$ cat src/rtl/sync_fifo_fwft.sv
// ---------------------------------------------------------------------------
// sync_fifo_fwft : single-clock FIFO, standard or first-word-fall-through read
// Rev 1.0
// ---------------------------------------------------------------------------
`default_nettype none

module sync_fifo_fwft #(
  parameter int DATA_WIDTH = 32,
  parameter int ADDR_WIDTH = 4,
  parameter int FWFT       = 0,
  parameter int AF_THRESH  = (1 << ADDR_WIDTH) - 2,
  parameter int AE_THRESH  = 2
) (
  input  logic                  clk,
  input  logic                  rst,
  input  logic                  wr_en,
  input  logic [DATA_WIDTH-1:0] wr_data,
  input  logic                  rd_en,
  output logic [DATA_WIDTH-1:0] rd_data,
  output logic                  rd_valid,
  output logic                  full,
  output logic                  empty,
  output logic                  almost_full,
  output logic                  almost_empty,
  output logic [ADDR_WIDTH:0]   data_count,
  output logic [ADDR_WIDTH:0]   free_count,
  output logic                  overflow,
  output logic                  underflow,
  input  logic                  clr_err
);

  localparam int DEPTH = 1 << ADDR_WIDTH;
  localparam logic [ADDR_WIDTH:0]   c_DEPTH   = (ADDR_WIDTH+1)'(DEPTH);
  localparam logic [ADDR_WIDTH:0]   c_AF      = (ADDR_WIDTH+1)'(AF_THRESH);
  localparam logic [ADDR_WIDTH:0]   c_AE      = (ADDR_WIDTH+1)'(AE_THRESH);
  localparam logic [ADDR_WIDTH:0]   c_CNT_ONE = (ADDR_WIDTH+1)'(1);
  localparam logic [ADDR_WIDTH-1:0] c_PTR_ONE = ADDR_WIDTH'(1);

  logic [DATA_WIDTH-1:0] mem_q [DEPTH];
  logic [ADDR_WIDTH-1:0] wr_ptr_q, wr_ptr_d, rd_ptr_q, rd_ptr_d;
  logic [ADDR_WIDTH:0]   cnt_q, cnt_d, mem_cnt_q, mem_cnt_d;
  logic [DATA_WIDTH-1:0] rd_word_q, out_q;
  logic                  valid_q, valid_d, stg_valid_q, stg_valid_d;
  logic                  full_q, empty_q, af_q, ae_q, ovf_q, udf_q;
  logic                  ovf_d, udf_d;
  logic                  wr_acc, rd_acc, readable, out_load, launch, mem_rd;

  always_comb begin
    wr_acc   = wr_en & ~full_q;
    readable = (FWFT != 0) ? valid_q : ~empty_q;
    rd_acc   = rd_en & readable;
    // In FWFT mode rd_word_q is a prefetch stage feeding the output register.
    out_load = (FWFT != 0) & stg_valid_q & (~valid_q | rd_acc);
    launch   = (mem_cnt_q != '0) & (~stg_valid_q | out_load);
    mem_rd   = (FWFT != 0) ? launch : rd_acc;

    wr_ptr_d = wr_acc ? wr_ptr_q + c_PTR_ONE : wr_ptr_q;
    rd_ptr_d = mem_rd ? rd_ptr_q + c_PTR_ONE : rd_ptr_q;

    cnt_d = cnt_q;
    case ({wr_acc, rd_acc})
      2'b10:   cnt_d = cnt_q + c_CNT_ONE;
      2'b01:   cnt_d = cnt_q - c_CNT_ONE;
      default: cnt_d = cnt_q;
    endcase

    mem_cnt_d = mem_cnt_q;
    case ({wr_acc, mem_rd})
      2'b10:   mem_cnt_d = mem_cnt_q + c_CNT_ONE;
      2'b01:   mem_cnt_d = mem_cnt_q - c_CNT_ONE;
      default: mem_cnt_d = mem_cnt_q;
    endcase

    valid_d     = rd_acc;
    stg_valid_d = 1'b0;
    if (FWFT != 0) begin
      valid_d     = out_load ? 1'b1 : (rd_acc ? 1'b0 : valid_q);
      stg_valid_d = mem_rd ? 1'b1 : (out_load ? 1'b0 : stg_valid_q);
    end

    // A new error in the same cycle as clr_err keeps the flag set.
    ovf_d = (wr_en & full_q) | (ovf_q & ~clr_err);
    udf_d = (rd_en & ~readable) | (udf_q & ~clr_err);
  end

  always_ff @(posedge clk) begin
    if (wr_acc) begin
      mem_q[wr_ptr_q] <= wr_data;
    end
  end

  always_ff @(posedge clk) begin
    if (rst) begin
      wr_ptr_q    <= '0;
      rd_ptr_q    <= '0;
      cnt_q       <= '0;
      mem_cnt_q   <= '0;
      rd_word_q   <= '0;
      out_q       <= '0;
      valid_q     <= 1'b0;
      stg_valid_q <= 1'b0;
      full_q      <= 1'b0;
      empty_q     <= 1'b1;
      af_q        <= 1'b0;
      ae_q        <= 1'b1;
      ovf_q       <= 1'b0;
      udf_q       <= 1'b0;
    end else begin
      wr_ptr_q    <= wr_ptr_d;
      rd_ptr_q    <= rd_ptr_d;
      cnt_q       <= cnt_d;
      mem_cnt_q   <= mem_cnt_d;
      valid_q     <= valid_d;
      stg_valid_q <= stg_valid_d;
      full_q      <= (cnt_d == c_DEPTH);
      empty_q     <= (cnt_d == '0);
      af_q        <= (cnt_d >= c_AF);
      ae_q        <= (cnt_d <= c_AE);
      ovf_q       <= ovf_d;
      udf_q       <= udf_d;
      if (mem_rd) begin
        rd_word_q <= mem_q[rd_ptr_q];
      end
      if (out_load) begin
        out_q <= rd_word_q;
      end
    end
  end

  assign rd_data      = (FWFT != 0) ? out_q : rd_word_q;
  assign rd_valid     = valid_q;
  assign full         = full_q;
  assign empty        = (FWFT != 0) ? ~valid_q : empty_q;
  assign almost_full  = af_q;
  assign almost_empty = ae_q;
  assign data_count   = cnt_q;
  assign free_count   = c_DEPTH - cnt_q;
  assign overflow     = ovf_q;
  assign underflow    = udf_q;

endmodule

`default_nettype wire

$ cat config.mk
export PLATFORM = sky130hd
export DESIGN_NAME = sync_fifo_fwft
export DESIGN_NICKNAME = d
export VERILOG_FILES = /design/src/rtl/sync_fifo_fwft.sv
export SDC_FILE = /design/constraint.sdc
export NUM_CORES = 1
export LEC_CHECK = 0
export ABC_AREA = 1
export ABC_CLOCK_PERIOD_IN_PS = 3190
export CAP_MARGIN = 25
export CORE_MARGIN = 1
export CORE_UTILIZATION = 57
export DETAILED_ROUTE_END_ITERATION = 8
export HOLD_SLACK_MARGIN = 0.15
export PLACE_DENSITY = 0.82
export SLEW_MARGIN = 20
export SYNTH_ARGS = -nofsm -noshare
export SYNTH_HDL_FRONTEND = slang
export SYNTH_SLANG_ARGS = --single-unit
export TNS_END_PERCENT = 1
$ cat constraint.sdc
create_clock -name clk -period 3.19 [get_ports clk]
set_input_delay 0.7975 -clock clk [delete_from_list [all_inputs] [get_ports clk]]
set_output_delay 0.7975 -clock clk [all_outputs]
set_load 0.05 [all_outputs]
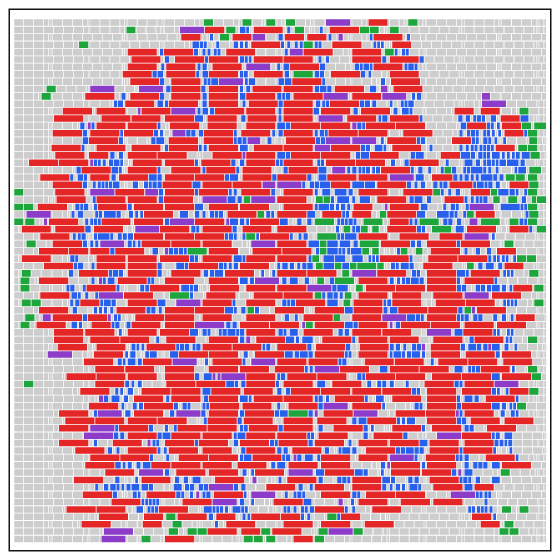
(images/class_map.png)
Fill, decap, tap and diode cells in grey.
remaining logic cells: drawn in blue, cells 1036. clock drivers and dummy loads: drawn in purple, cells 99. remaining buffers and delay cells: drawn in green, cells 133. sequential cells: drawn in red, cells 564.
utilization of the core after routing: 0.6693
final non-filler cell area: 25390 um^2
standard-cell rows: 71

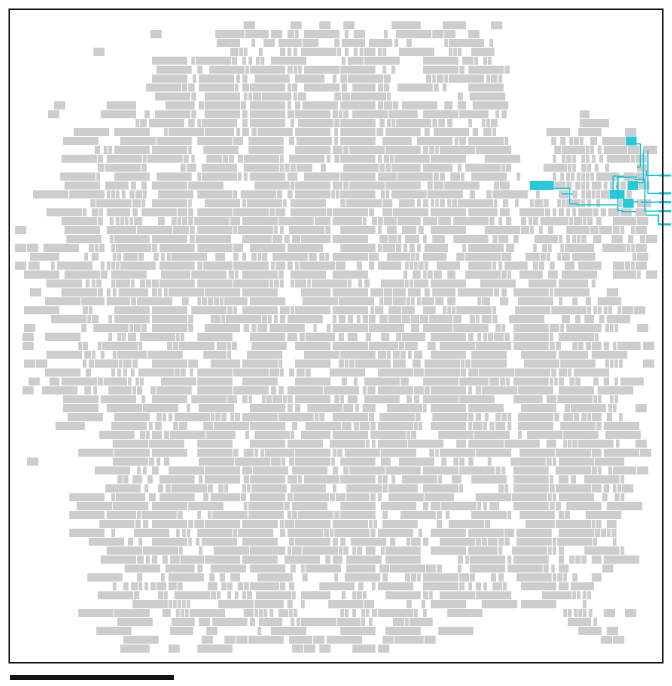
(images/port_trees.png)
Scale bar: 50 um.
`free_count`: drawn in cyan, direction output, end cells 5, buffers 5, wire 136 um.
number of top-level design ports: 86
number of input and output port buffers inserted: 85

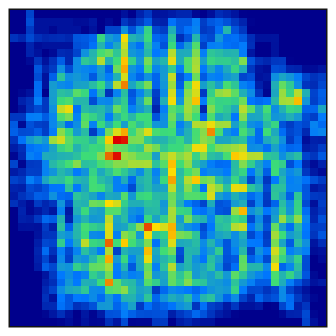
(images/route_heat.png)
40 x 40 tiles, from dark blue (low) to red (high), scaled to the fullest tile. Values are wire area over tile area, all layers added.
The densest ninth of the die: centre. 16% of the tiles are over half the peak. 12% of the tiles are nearly empty.
global-route total usage across every layer: 0.2657
wirelength, routed: 51.62 mm

==> flow_summary.yaml <==
# yosys + openroad results
finish:
  clock_buffers: 78
  final.signal_buffer_count: 133
  n_all_inverters: 60
  largest_register_ffs: 512
  final-clk-cell-share: 0.06727
  non_clock_buffering_overhead: 0.05407
  final_common_cell: "sky130_fd_sc_hd__edfxtp_1"
  sequential_cell_total: 564
  comb_area_share: 0.1974
  final_cell_mix: "512 x sky130_fd_sc_hd__edfxtp_1, 349 x sky130_fd_sc_hd__nor2_1, 240 x sky130_fd_sc_hd__o21ai_0"
  largest_register: "mem_q"
  antenna_cells_inserted: 0
  proportion_of_layout_cells_with_a_drive_suffix_above_1: 0.08352
  comb_area_um2: 5012
  sequential_cell_area_um2: 16420
  layout.comb_gates.multi_input: 976
job:
  openroad.warnings: 33
  max-cap-violations: 0
routing:
  avgRoutedWirePerCell_um: 22.03
  met1_length_mm: 19.79
  dr.max_layer_used: "met5"
  postRouteAntennaNets: 0
  post-route-drc-count: 0
  detailroute.wirelength.met3_mm: 5.014
  drt-initial-drc-count: 1691
synthesis:
  share_of_the_synthesized_netlist_area_taken_by_xor_and_xnor_gates: 0.001977
  edf_count: 512
  postSynthNetCount: 1762
  async_reset_ff_frac: 0
  seq_area_frac_synth: 0.7412
  synth.distinct_cells: 33
  top_cells_by_count: "512 x sky130_fd_sc_hd__edfxtp_1, 365 x sky130_fd_sc_hd__nor2_1, 240 x sky130_fd_sc_hd__o21ai_0"
  synth.area.top_cells: "sky130_fd_sc_hd__edfxtp_1 69%, sky130_fd_sc_hd__nor2_1 6.2%, sky130_fd_sc_hd__o21ai_0 5.4%"
  netlist.area_leader.share: 0.6942
  mux_share: 0
  synthesized_area_per_cell_um2: 12.90
  aoi_share: 0.1189
  yosys-dominant-comb-family: "AND-OR/OR-AND gates"
  synth_area_um2: 22150
  ys_sh_adder: 0.004519
  netlist_instances: 1717
  ys_dominant_reg_cell: "sky130_fd_sc_hd__edfxtp_1"
  yosysTopAreaCell: "sky130_fd_sc_hd__edfxtp_1"
  yosysMostFrequentCell: "sky130_fd_sc_hd__edfxtp_1"
clocking:
  ctsRootBufferMaster: "sky130_fd_sc_hd__clkbuf_16"
  ctsHoldBuffers: 0
  tritoncts: "yes"
  cts-root-to-sink-buffers: 3
  worst_skew_pair.late_latency_ps: 580
  cts.htree.levels: 2
  post_cts_resized: 1
  postCtsSetupBuffers: 0
sta:
  report.final.setup_viol: 0
  maxSlewViolCount: 0
  final.hold.worst_slack_ps: 457.1
  max_freq_ghz: 0.3333
  timing.slew.headroom: 0.3668
  final.min_clock_period_ps: 3000
  max_slew.worst_pin.slew_ps: 949.7
  timing.final.crit_share: 0.9404
  hold_viol: 0
worst_hold_path:
  hold-path-cell-count: 2
setup_path:
  critical_path.max_fanout: 6
  critPathBufInv: 2
  cp-startpoint: "data_count[0]"
  timing.critical_path.max_delay_family: "buffers and inverters"
  cpPeakStageDelay_ps: 800
  cp-end-kind: "primary output"
  critical_setup_path_class: "flip-flop to primary output"
  worst_ep_arrival_time_ps: 2200
  worst_r2r_endpoint: "rd_data[15]"
  r2r_slack_ps: 850
  r2r.worst_path.cells: 7
  start_kind: "flip-flop"
  crit_required_ps: 2390
pwr:
  leakagePower_nw: 8.538
  pg_clk_mw: 6.14
  power_density_nw_per_um2: 746.4
  pwr-share-comb: 0.219
  power.group.top: "sequential cells"
  internal_power_mw: 13.23
  seq_power_share: 0.457
  powerComb_mw: 4.15
  pwr-share-clk: 0.324
  switching_share: 0.3017
global_route:
  first_pass_grt_wire_length_mm: 79.16
  grt_pass1_vias: 14540
  global_route.overflow_total: 0
  grt_use_met3: 0.05165
  grt_max_degree: 126
  busiest_layer: "met2"
floorplan:
  floorplanUtilization: 0.5839
run_status:
  outcome: "finished clean"
place:
  detailedPlacementHpwl_mm: 27.93
  place_area_um2: 23680
  place_worst_setup_slack_ps: 244.7
  place.gp.congestion: 0.8803
  placed_instances: 2244
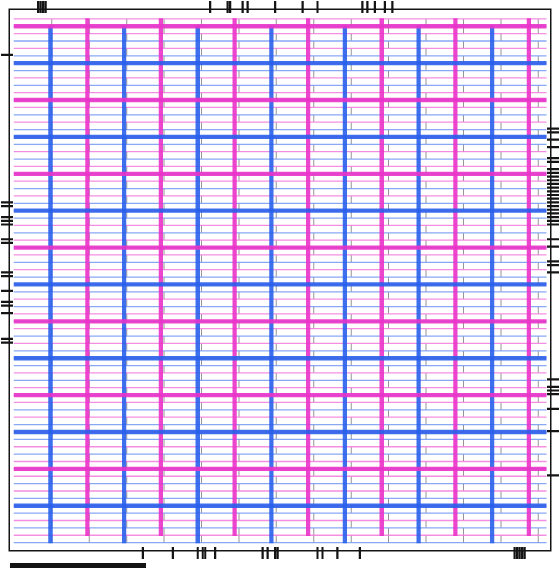
(images/floorplan.png)
Scale bar: 50 um. Pins as bars on the die edge. Tap cells in grey.
VSS: drawn in blue. VDD: drawn in magenta.
14 straps on met5. 14 straps on met4. 86 signal pins sit on the boundary. 511 tap cells. The core has 71 rows.
Max IR drop VDD: 0.0005253 V
Core Region: 37930 um^2
Die X: 199.1 um

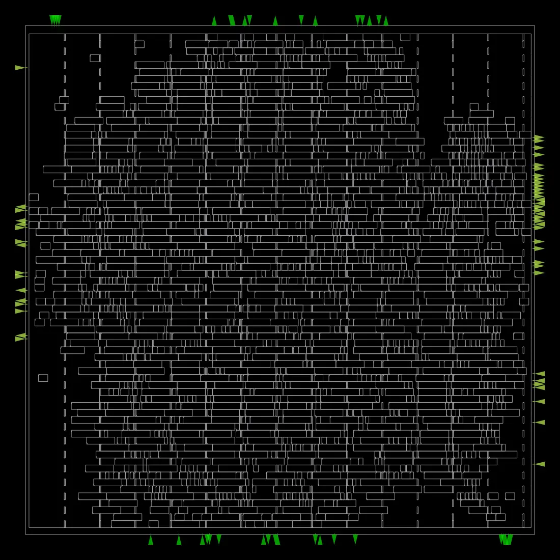
(images/placed.png)
sequential share of cell area: 0.6470
number of cells in the finished layout apart from fillers: 2343
tapcell count: 511

No activity file was given, so power comes from the tool's default toggle rates.
